## config.mk

```make
export PLATFORM = sky130hd
export DESIGN_NAME = ex_result_stage
export DESIGN_NICKNAME = d
export VERILOG_FILES = /design/src/rtl/lc3b_types.sv /design/src/rtl/gencc.sv /design/src/rtl/ex_result_stage.sv
export SDC_FILE = /design/constraint.sdc
export NUM_CORES = 1
export LEC_CHECK = 0
export CAP_MARGIN = 25
export CORE_MARGIN = 1
export CORE_UTILIZATION = 45
export DETAILED_ROUTE_END_ITERATION = 16
export PLACE_DENSITY = 0.82
export SYNTH_ARGS = -nofsm -noshare
export SYNTH_HDL_FRONTEND = slang
export SYNTH_SLANG_ARGS = --single-unit
```

## constraint.sdc

```tcl
create_clock -name clk -period 1.6 [get_ports clk]
set_input_delay 0.4 -clock clk [delete_from_list [all_inputs] [get_ports clk]]
set_output_delay 0.4 -clock clk [all_outputs]
set_load 0.05 [all_outputs]
```

## src/rtl/lc3b_types.sv

```systemverilog
// Shared LC-3b datapath types: machine word, register index, condition codes
// and the entry record carried through the execute result stage.
package lc3b_types;

    typedef logic [15:0] lc3b_word;
    typedef logic [2:0]  lc3b_reg;
    typedef logic [2:0]  lc3b_nzp;

    // One buffered ALU result together with its write-back controls.
    typedef struct packed {
        lc3b_word data;
        lc3b_reg  dest;
        logic     load_reg;
        logic     load_cc;
        lc3b_nzp  nzp;
    } ex_entry_t;

endpackage

```

## src/rtl/gencc.sv

```systemverilog
// Condition-code generator: classifies a word as negative, zero or positive.
// Purely combinational so load paths can share it.
module gencc
    import lc3b_types::*;
(
    input  lc3b_word data,
    output lc3b_nzp  nzp
);

    logic n;
    logic z;

    assign n   = data[15];
    assign z   = (data == 16'h0000);
    assign nzp = {n, z, ~n & ~z};

endmodule

```

## src/rtl/ex_result_stage.sv

```systemverilog
// Execute result stage: a two-entry skid buffer between the ALU and writeback.
// Both handshake outputs decode registered state only, so out_ready never
// reaches in_ready combinationally. The head entry also drives the
// architectural condition-code register when it retires.
module ex_result_stage
    import lc3b_types::*;
#(
    parameter lc3b_nzp CC_RESET = 3'b010
)
(
    input  logic     clk,
    input  logic     reset,
    input  logic     flush,
    input  logic     in_valid,
    output logic     in_ready,
    input  lc3b_word in_data,
    input  lc3b_reg  in_dest,
    input  logic     in_load_reg,
    input  logic     in_load_cc,
    output logic     out_valid,
    input  logic     out_ready,
    output lc3b_word out_data,
    output lc3b_reg  out_dest,
    output logic     out_load_reg,
    output logic     out_load_cc,
    output lc3b_nzp  out_nzp,
    output lc3b_nzp  cc
);

    localparam logic [1:0] ST_EMPTY = 2'd0;
    localparam logic [1:0] ST_ONE   = 2'd1;
    localparam logic [1:0] ST_TWO   = 2'd2;

    logic [1:0] state;
    ex_entry_t  main_q;
    ex_entry_t  skid_q;
    ex_entry_t  in_entry;
    lc3b_nzp    in_nzp;
    logic       in_fire;
    logic       out_fire;

    gencc u_gencc (
        .data (in_data),
        .nzp  (in_nzp)
    );

    assign in_entry = '{data: in_data, dest: in_dest, load_reg: in_load_reg,
                        load_cc: in_load_cc, nzp: in_nzp};

    assign out_valid = (state != ST_EMPTY);
    assign in_ready  = (state != ST_TWO);
    assign in_fire   = in_valid & in_ready;
    assign out_fire  = out_valid & out_ready;

    // The head entry always lives in main_q, so outputs stay put while stalled.
    assign out_data     = main_q.data;
    assign out_dest     = main_q.dest;
    assign out_load_reg = main_q.load_reg;
    assign out_load_cc  = main_q.load_cc;
    assign out_nzp      = main_q.nzp;

    // Buffer occupancy and entry movement: capture, replace, spill to skid, refill from skid.
    always_ff @(posedge clk) begin
        if (reset) begin
            state  <= ST_EMPTY;
            // NOTE: the payload registers are reset too (not just state) so the
            // out_* fields read as zero rather than X before the first capture.
            main_q <= '0;
            skid_q <= '0;
        end else if (flush) begin
            state <= ST_EMPTY;
        end else begin
            // NOTE: non-blocking assignments throughout, so every branch reads
            // the pre-edge values of state/main_q/skid_q regardless of order.
            case (state)
                ST_EMPTY: begin
                    if (in_fire) begin
                        main_q <= in_entry;
                        state  <= ST_ONE;
                    end
                end
                ST_ONE: begin
                    if (in_fire) begin
                        if (out_fire) begin
                            main_q <= in_entry;
                        end else begin
                            skid_q <= in_entry;
                            state  <= ST_TWO;
                        end
                    end else if (out_fire) begin
                        state <= ST_EMPTY;
                    end
                end
                ST_TWO: begin
                    if (out_fire) begin
                        main_q <= skid_q;
                        state  <= ST_ONE;
                    end
                end
                default: state <= ST_EMPTY;
            endcase
        end
    end

    // Condition codes follow the retiring head entry unless it is being flushed.
    always_ff @(posedge clk) begin
        if (reset) begin
            cc <= CC_RESET;
        end else if (out_fire && main_q.load_cc && !flush) begin
            cc <= main_q.nzp;
        end
    end

endmodule

```

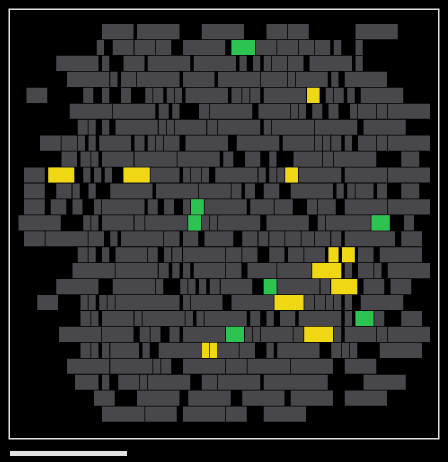
**Above:** run 1 (logic cells by family).
Scale bar: 20 um.
legend:
  yellow:
    family: NOR gates
    cells: 12
  green:
    family: AND and OR gates
    cells: 7
    most_used: or3_1

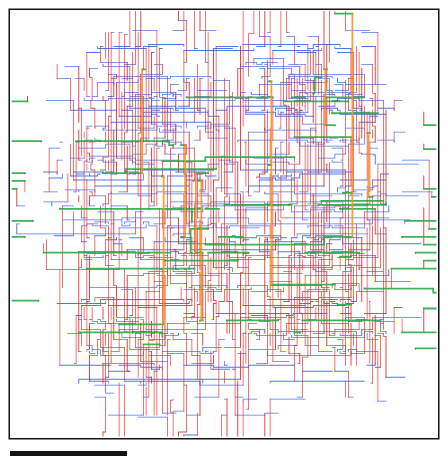
**Above:** run 1 (routed metal, one colour a layer).
Scale bar: 20 um.
legend:
  red:
    layer: met2
    wire_length: 3540 um
  blue:
    layer: met1
    wire_length: 2530 um
  orange:
    layer: met4
    wire_length: 189 um
  green:
    layer: met3
    wire_length: 450 um

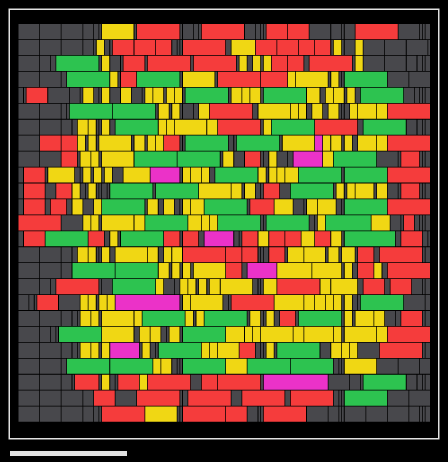
**Above:** run 1 (placed cells, one colour a class).
Scale bar: 20 um. Fill, decap, tap and diode cells in grey.
legend:
  magenta:
    class: clock drivers and dummy loads
    cells: 8
  green:
    class: flip-flops
    cells: 51
  red:
    class: other buffers and delay cells
    cells: 89
  yellow:
    class: all other logic
    cells: 191

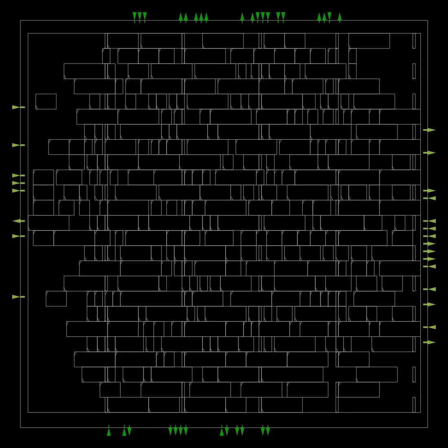
**Above:** run 1 (cell outlines without signal wires).
tap cells: 67
Core Rows: 25
Core Box Area: 4790 um2
FILL cells: 315

==> results.py, run 1 <==
# Auto-generated metrics
metrics = {
    "timing": {
        "max_freq_mhz": 593,
        "hold_viol": 0,
        "timing.final.crit_period_ns": 1.69,
        "worst_pin_slew_ns": 0.476,
        "timing.final.ws_setup_ns": -0.0864,
        "fin_skew_ns": 0.0103,
        "maxSlewHeadroom": 0.683,
        "rsz0062_at_grt": "yes",
        "setup_tns_ns": -0.139,
        "finalSetupViolations": 3,
        "period_used_share": 1.05,
    },
    "synthesis": {
        "common_cells": "nand2_1, dfxtp_1, a21oi_1, a311oi_2, clkbuf_1",
        "postSynthCellCount": 266,
        "top_cell_area_share": 0.450,
        "edf_count": 0,
        "syn-cell-area_um2": 2270,
        "logic_family": "AND-OR/OR-AND gates",
        "postSynthSeqShare": 0.450,
        "synth-async-reset-ratio": 0,
        "synth_flops": 51,
        "synthFlopType": "dfxtp_1",
        "synthXorXnorAreaFrac": 0,
        "aoi_share": 0.264,
        "yosysUniqueCellTypes": 28,
        "top_area_cell": "dfxtp_1",
    },
    "setup_path": {
        "path_max_fanout": 4,
        "cpMaxStageDelayCell": "clkdlybuf4s50_1",
        "crit_path_cell_trace": "clkdlybuf4s50_1 > nor4_2 > and4_4 > nand2_1 > a311oi_2",
        "crit_end": "out_nzp[1]",
        "crit_required_ns": 1.82,
        "crit_path_max_incr_delay_ns": 0.46,
        "reg2reg_depth": 5,
        "rrSetupSlack_ns": 0.08,
    },
    "grt": {
        "grt.met1_usage": 0.310,
        "met3_usage": 0.0539,
        "grt_pass1_wl_mm": 10.4,
        "grt_busiest_layer": "met2",
        "met2_usage": 0.442,
        "grt_pass1_vias": 2175,
    },
    "layout": {
        "largest_register_ffs": 23,
        "inverters": 2,
        "fin_cells": 406,
        "final_util": 0.742,
        "diodes": 0,
        "finish.net_count": 364,
        "syn_to_final_growth_pct": 56.3,
        "nClkBuffers": 6,
        "seq_share": 0.289,
        "register_area_um2": 1030,
        "combGateArea_um2": 1150,
        "clkCellAreaFrac": 0.0374,
    },
    "floorplan": {
        "chipArea_um2": 5330,
        "die_h_um": 73.0,
    },
    "power_and_ir_drop": {
        "clockPowerShare": 0.332,
        "seq-power_mw": 1.37,
        "comb_power_mw": 0.700,
        "maxPowerGroup": "sequential cells",
        "power_density_nw_per_um2": 875,
        "peakVddDrop_mv": 0.551,
        "p_sw_mw": 0.818,
    },
    "flow_run": {
        "warning_count": 28,
    },
    "detailed_routing": {
        "num_vias": 2315,
        "wl_met2_mm": 3.54,
        "routedWlPerCell_um": 16.5,
        "drc": 0,
        "wl_met3_um": 449,
        "top_layer_used": "met4",
        "met1_length_mm": 2.53,
    },
    "outcome": {
        "violations": "negative setup slack",
        "status": "finished with violations",
    },
    "placed_design": {
        "gp_congestion": 0.833,
        "place_inst": 397,
        "placed_area_um2": 3360,
    },
    "clock_network": {
        "cts_buffers": 5,
        "clk_pin_slew_worst_paths_ns": 0.09,
        "cts_buffer_depth": 2,
        "htree_levels": 2,
    },
    "min_path": {
        "hold_class": "register to register",
    },
}
[run 1: cells in the final DEF (no fill, tap or decap), types with 2 or more instances in the layout]
cell and n:
buf_12 33, a311oi_2 20, nor2_1 2, nor4_1 2, nor4_2 3, inv_2 2
clkdlybuf4s50_1 21, a311oi_1 3, mux2i_1 3, bufinv_16 2, a21oi_1 48, clkbuf_8 5
nor2b_4 3, dfxtp_1 49, buf_6 2, dlygate4sd2_1 2, buf_4 29, nand2_1 90
or3_1 2
[run 1: worst max-delay path, delay by kind of cell]
family | cells | cell delay, ns
compound gates | 1 | 0.22
buf+inv | 1 | 0.46
simple gates | 3 | 0.83
[run 1: timing repair]
item                       4_1_cts  5_1_grt
buffers inserted                 1        0
resized                          9        8
hold buffers                     0        0
setup endpoints to repair       23       26
--- run 2 (diff from run 1) ---
--- a/config.mk
+++ b/config.mk
@@ -6,6 +6,7 @@
 export NUM_CORES = 1
 export LEC_CHECK = 0
 export CAP_MARGIN = 25
+export CORE_ASPECT_RATIO = 0.5
 export CORE_MARGIN = 1
 export CORE_UTILIZATION = 45
 export DETAILED_ROUTE_END_ITERATION = 16
==> constraint.sdc (replaced) <==
create_clock -name clk -period 1.8 [get_ports clk]
set_input_delay 0.45 -clock clk [delete_from_list [all_inputs] [get_ports clk]]
set_output_delay 0.45 -clock clk [all_outputs]
set_load 0.05 [all_outputs]
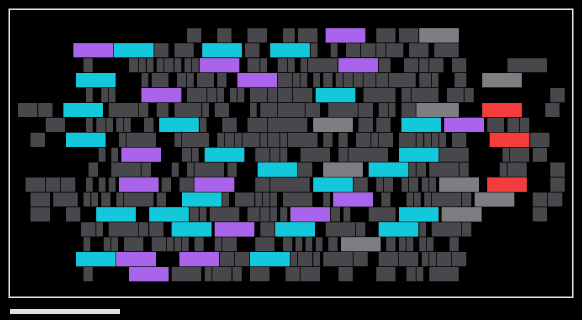
**Above:** run 2 (sequential cells coloured by netlist name).
Scale bar: 20 um. Other sequential cells in the stronger grey, the rest of the logic in the fainter grey.
legend:
  purple:
    name_in_the_netlist: `out_data`
    sequential_cells: 16
  red:
    name_in_the_netlist: `cc`
    sequential_cells: 3
  cyan:
    name_in_the_netlist: `skid_q`
    sequential_cells: 23
not coloured: 9

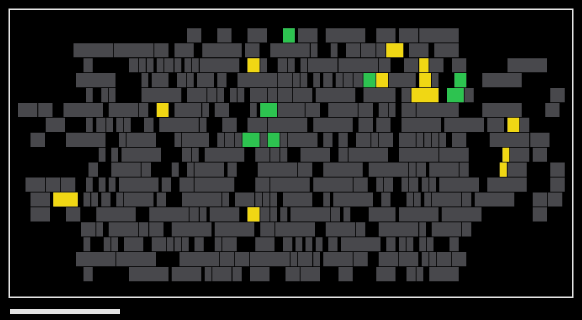
**Above:** run 2 (logic cells by family).
Scale bar: 20 um.
legend:
  yellow:
    family: NOR gates
    cells: 12
    most_used: nor4_1
  green:
    family: AND and OR gates
    cells: 7

==> results.py, run 2 <==
# Auto-generated metrics
metrics = {
    "outcome": {
        "status": "completed",
    },
    "setup_path": {
        "reg2reg_depth": 4,
        "crit_required_ns": 1.35,
        "worst_r2r_endpoint": "out_nzp[0]",
        "rrSetupSlack_ns": 0.35,
        "crit_end": "in_ready",
        "path_max_fanout": 8,
        "crit_type": "register to output pin",
    },
    "synthesis": {
        "syn-cell-area_um2": 2270,
        "syn_nets": 292,
        "top_cell_area_share": 0.450,
        "postSynthSeqShare": 0.450,
        "edf_count": 0,
        "most_common_cell": "nand2_1",
        "yosysUniqueCellTypes": 28,
        "top_area_cell": "dfxtp_1",
        "synthFlopType": "dfxtp_1",
        "postSynthCellCount": 266,
        "common_cells": "nand2_1, dfxtp_1, a21oi_1, a311oi_2, clkbuf_1",
        "synth-async-reset-ratio": 0,
    },
    "clock_network": {
        "cts_buffer_depth": 2,
        "htree_levels": 2,
        "clk_pin_slew_worst_paths_ns": 0.09,
        "ctsHoldBuffers": 0,
        "clockRootBuffer": "clkbuf_8",
        "cts_buffers": 5,
        "cts_resized": 1,
        "cts_setup_buffers": 0,
    },
    "grt": {
        "met3_usage": 0.0587,
        "grt.met1_usage": 0.296,
        "grt_pass1_vias": 2113,
        "grt_busiest_layer": "met2",
        "grt_pass1_wl_mm": 9.85,
    },
    "detailed_routing": {
        "drt_first_pass_iters": 4,
        "wl_met3_um": 421,
        "routedWlPerCell_um": 15.1,
        "wl_met2_mm": 2.91,
        "drc": 0,
        "met1_length_mm": 2.60,
        "num_vias": 2165,
        "wl_mm": 5.98,
        "top_layer_used": "met4",
    },
    "power_and_ir_drop": {
        "maxPowerGroup": "sequential cells",
        "seq-power_mw": 1.20,
        "power_density_nw_per_um2": 772,
        "swShare": 0.295,
        "peakVddDrop_mv": 0.346,
        "p_sw_mw": 0.691,
        "seq_power_share": 0.513,
        "clockPowerShare": 0.271,
    },
    "timing": {
        "finalSetupViolations": 0,
        "setup_tns_ns": 0,
        "timing.final.ws_setup_ns": 0.106,
        "timing.final.crit_period_ns": 1.69,
        "fin_skew_ns": 0.00933,
        "rsz0062_at_grt": "no",
        "hold_viol": 0,
        "worst_pin_slew_ns": 0.363,
        "max_freq_mhz": 590,
    },
    "placed_design": {
        "gp_congestion": 0.790,
        "place_inst": 388,
    },
    "min_path": {
        "hold_class": "register to register",
    },
    "floorplan": {
        "core_um2": 4620,
        "chipArea_um2": 5350,
        "die_h_um": 52.2,
    },
    "layout": {
        "syn_to_final_growth_pct": 33.3,
        "diodes": 0,
        "finish.net_count": 355,
        "largest_register_ffs": 23,
        "mostFrequentLayoutCells": "nand2_1, buf_4, dfxtp_1, a21oi_1, clkdlybuf4s50_1",
        "layout_top_cell": "nand2_1",
        "combGateArea_um2": 1120,
        "final_util": 0.656,
    },
    "flow_run": {
        "warning_count": 26,
        "cap_violations": 0,
    },
}
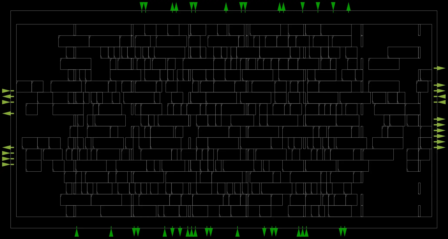
**Above:** run 2 (cell outlines without signal wires).
tap cells: 66
Post-Layout Cell Count: 396
FILL cells: 394
Core Rows: 17
Flop Count: 51

==> run 2: cell counts after synthesis <==
No cell type changed its count.
==> run 2: critical path: stages, from the launching register on <==
cell	delay (ns)
dfxtp_2	0.40
nor2b_2	0.23
inv_2	0.11
buf_4	0.21
==> run 2: kinds of logic (layout without fill, tap and decap cells) <==
family	after synthesis	in the layout	share of synthesized area
compound gates	74	74	0.264
buf+inv	26	90	0.0595
flops	51	51	0.450
mux	3	3	0.0132
simple gates	112	112	0.213
==> run 2: layout make-up <==
| type | instances | area share |
|---|---|---|
| Clock buffer | 7 | 0.0252 |
| Clock inverter | 1 | 0.00165 |
| Inverter | 2 | 0.00248 |
| Tap cell | 66 | 0.0273 |
| Timing Repair Buffer | 80 | 0.235 |
| Sequential cell | 51 | 0.338 |
| Multi-Input combinational cell | 189 | 0.371 |
